[config.mk]
export PLATFORM = sky130hd
export DESIGN_NAME = serial_adder
export DESIGN_NICKNAME = d
export VERILOG_FILES = /design/src/rtl/serial_adder.sv
export SDC_FILE = /design/constraint.sdc
export NUM_CORES = 1
export LEC_CHECK = 0
export ABC_AREA = 1
export CORE_MARGIN = 2
export CORE_UTILIZATION = 45
export DETAILED_ROUTE_END_ITERATION = 6
export PLACE_DENSITY = 0.81
export RECOVER_POWER = 50
export SLEW_MARGIN = 25
export SYNTH_ARGS = -nofsm -noshare
export SYNTH_HDL_FRONTEND = slang
export SYNTH_SLANG_ARGS = --single-unit
export TNS_END_PERCENT = 50
[constraint.sdc]
create_clock -name clk -period 3.8 [get_ports clk]
set_clock_uncertainty 0.1 [all_clocks]
set_input_delay 0.95 -clock clk [delete_from_list [all_inputs] [get_ports clk]]
set_output_delay 0.95 -clock clk [all_outputs]
set_load 0.02 [all_outputs]
[src/rtl/serial_adder.sv]
// serial_adder: bit-serial LSB-first adder, one bit per clock, WIDTH+2 cycle operation period.
// Define SERIAL_ADDER_OVF_EN to add the registered signed-overflow output ovf.
module serial_adder #(
   parameter int WIDTH = 8
) (
   input  logic             clk,
   input  logic             rst_n,
   input  logic             start,
   input  logic [WIDTH-1:0] a,
   input  logic [WIDTH-1:0] b,
   output logic             busy,
   output logic             done,
   output logic [WIDTH-1:0] sum,
   output logic             carry
`ifdef SERIAL_ADDER_OVF_EN
   ,
   output logic             ovf
`endif
);

   localparam int CW = $clog2(WIDTH + 1);

   typedef enum logic [1:0] {
      IDLE = 2'd0,
      RUN  = 2'd1,
      DONE = 2'd2
   } state_t;

   state_t           r_state;
   state_t           w_state_next;
   logic [WIDTH-1:0] r_a;
   logic [WIDTH-1:0] r_b;
   logic [WIDTH-1:0] r_res;
   logic [WIDTH-1:0] r_sum;
   logic             r_c;
   logic             r_carry;
   logic             r_done;
   logic [CW-1:0]    r_cnt;
   logic             w_start_acc;
   logic             w_last;
   logic             w_p;
   logic             w_s;
   logic             w_c_next;

   assign w_start_acc = (r_state == IDLE) && start;
   assign w_last      = (r_cnt == CW'(WIDTH - 1));

   // Two half-adder cells: propagate/sum, then generate ORed with propagated carry.
   assign w_p      = r_a[0] ^ r_b[0];
   assign w_s      = w_p ^ r_c;
   assign w_c_next = (r_a[0] & r_b[0]) | (w_p & r_c);

   always_ff @(posedge clk or negedge rst_n) begin
      if (!rst_n) begin
         r_state <= IDLE;
      end else begin
         r_state <= w_state_next;
      end
   end

   always_comb begin
      w_state_next = r_state;
      case (r_state)
         IDLE:    if (start) w_state_next = RUN;
         RUN:     if (w_last) w_state_next = DONE;
         DONE:    w_state_next = IDLE;
         default: w_state_next = IDLE;
      endcase
   end

   always_comb begin
      busy = (r_state == RUN);
      done = r_done;
   end

   always_ff @(posedge clk or negedge rst_n) begin
      if (!rst_n) begin
         r_a     <= '0;
         r_b     <= '0;
         r_res   <= '0;
         r_sum   <= '0;
         r_c     <= 1'b0;
         r_carry <= 1'b0;
         r_done  <= 1'b0;
         r_cnt   <= '0;
      end else begin
         r_done <= (r_state == RUN) && w_last;
         if (w_start_acc) begin
            r_a   <= a;
            r_b   <= b;
            r_c   <= 1'b0;
            r_cnt <= '0;
         end else if (r_state == RUN) begin
            r_a   <= r_a >> 1;
            r_b   <= r_b >> 1;
            r_c   <= w_c_next;
            r_res <= {w_s, r_res[WIDTH-1:1]};
            r_cnt <= r_cnt + CW'(1);
            // Result registers only change on the final bit, so they hold across the next run.
            if (w_last) begin
               r_sum   <= {w_s, r_res[WIDTH-1:1]};
               r_carry <= w_c_next;
            end
         end
      end
   end

   assign sum   = r_sum;
   assign carry = r_carry;

`ifdef SERIAL_ADDER_OVF_EN
   logic r_ovf;

   // On the last bit r_c is the carry into the MSB and w_c_next the carry out of it.
   always_ff @(posedge clk or negedge rst_n) begin
      if (!rst_n) begin
         r_ovf <= 1'b0;
      end else if ((r_state == RUN) && w_last) begin
         r_ovf <= r_c ^ w_c_next;
      end
   end

   assign ovf = r_ovf;
`endif

endmodule

Fig. 1: the metal 1 layer
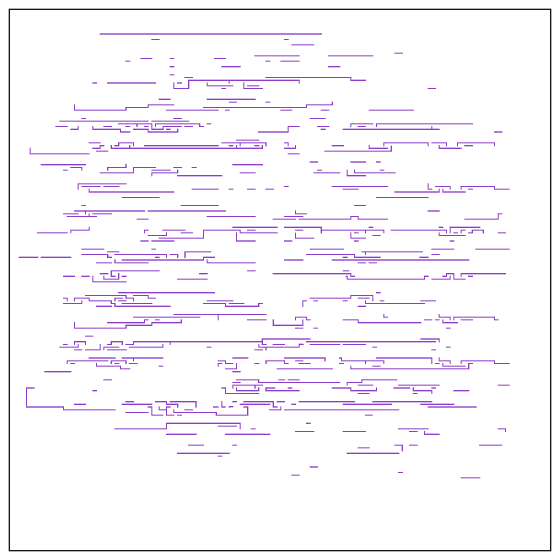
- longest straight run: 27.6 um
- wire length on this layer: 1360 um
- main direction: horizontal
- nets with wire on the layer: 205

Fig. 2: placed standard cells
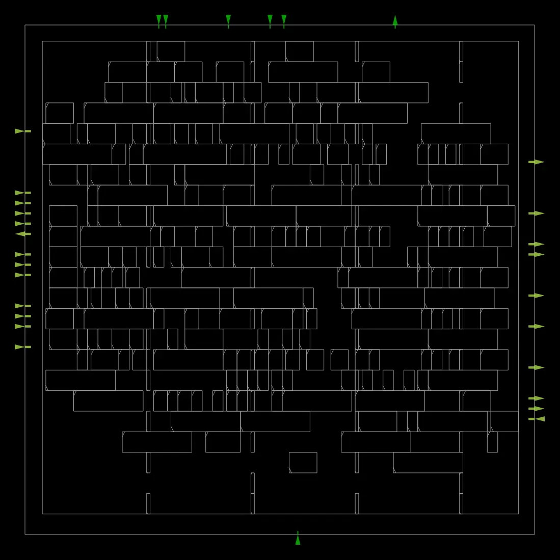
final cell utilization of the core: 0.553
number of standard-cell rows in the floorplan: 23
area of the core: 3940 um2
tapcells inserted: 50

Fig. 3: local utilization
7 x 7 tiles, from white (low) to dark blue (high), 0 to 100% covered.
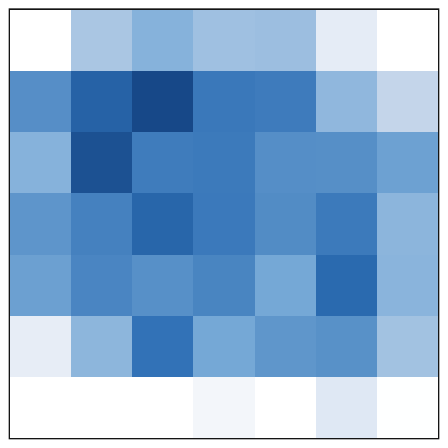
- mean over tiles: 47%
- tiles over 75% full: 10%
- emptiest ninth of the die: south-west
- fullest tile: 90%

==> flow_summary.toml <==
# implementation run metrics
[cells_and_area]
area_dominant_class = "flip-flops and latches"
ff_count = 40
area.share.sequential = 0.460
instances_no_fill = 271
lay_top_cells = "69 x sky130_fd_sc_hd__nand2_1, 40 x sky130_fd_sc_hd__dfrtp_1, 28 x sky130_fd_sc_hd__clkdlybuf4s50_1"
layout.clock.cell_area_share = 0.0511
layout.comb_gates.multi_input = 136
area_growth_syn_to_layout_pct = 20.3
comb-cell-share = 0.315
final_nets = 241
num-nonclk-buffers = 30

[yosys]
main_kind_of_combinational_logic_by_area = "simple AND/OR/NAND/NOR gates"
numSynthFlops = 40
synth-warning-count = 0
syn-num-nets = 213
synthArstFlopShare = 1.00
postSynthCellCount = 192
synthTopCellsByArea = "sky130_fd_sc_hd__dfrtp_1 55%, sky130_fd_sc_hd__nand2_1 14%, sky130_fd_sc_hd__nand3_1 6.6%, sky130_fd_sc_hd__nand3_2 5.5%, sky130_fd_sc_hd__nand2_2 4.5%"
avgSynthCellArea_um2 = 9.43
synthAoiAreaFrac = 0.0339
cell_with_the_most_instances_after_synthesis = "sky130_fd_sc_hd__nand2_1"
yosysUniqueCellTypes = 20
synth-main-ff-cell = "sky130_fd_sc_hd__dfrtp_1"

[power_and_ir_drop]
power.combinational.total_mw = 0.647
p_sw_mw = 0.637
max-vdd-ir-drop_v = 0.000375
power.share.switching = 0.373
leakagePower_nw = 1.08
totalPowerFinal_mw = 1.71
power_clock_mw = 0.346
power_top_consumer = "sequential cells"

[worst_setup_path]
crit_chain = "inv_2, nand2_1, inv_2, clkdlybuf4s50_1"
path_depth = 4
critical_path.startpoint_type = "flop"
crit_path_end_kind = "primary output"
timing.setup.critical_path_class = "flop to primary output"
worst_r2r_endpoint = "sum[4]"

[floorplan]
floorplan.core_util = 0.459

[detailed_routing]
drt-pass1-iter-count = 4
routed_via_density = 4.87
route.top_layer_used = "met4"
route.antenna.remaining_nets = 0
detail_route.drc_violations = 0

[timing]
final-max-slew-violation-count = 41
layout_min_cycle_time_ps = 3160
setup_repair_after_global_routing_missed_its_margin = "false"
setup_violations = 0
tightest_slew_ps = 2080

[hold_path]
min_from = "r_res[7]"
worst_hold_path.num_cells = 2

[cts]
cts_hold_repair.buffers = 0
worst_skew_pair.late_latency_ps = 290
ctsResizeCount = 0

[placement]
setup_slack_at_placement_ps = 1180
place.detailed.instances = 263

[grt]
gr-usage-met3 = 0.0617
grt_pass1_wl_mm = 5.44
grt_antenna_before_repair = 0

[job]
max_cap_viol_count = 1
tool_warnings = 26

[status]
outcome = "finished, violations left"
failed_checks = "max-capacitance violations, max-slew violations"
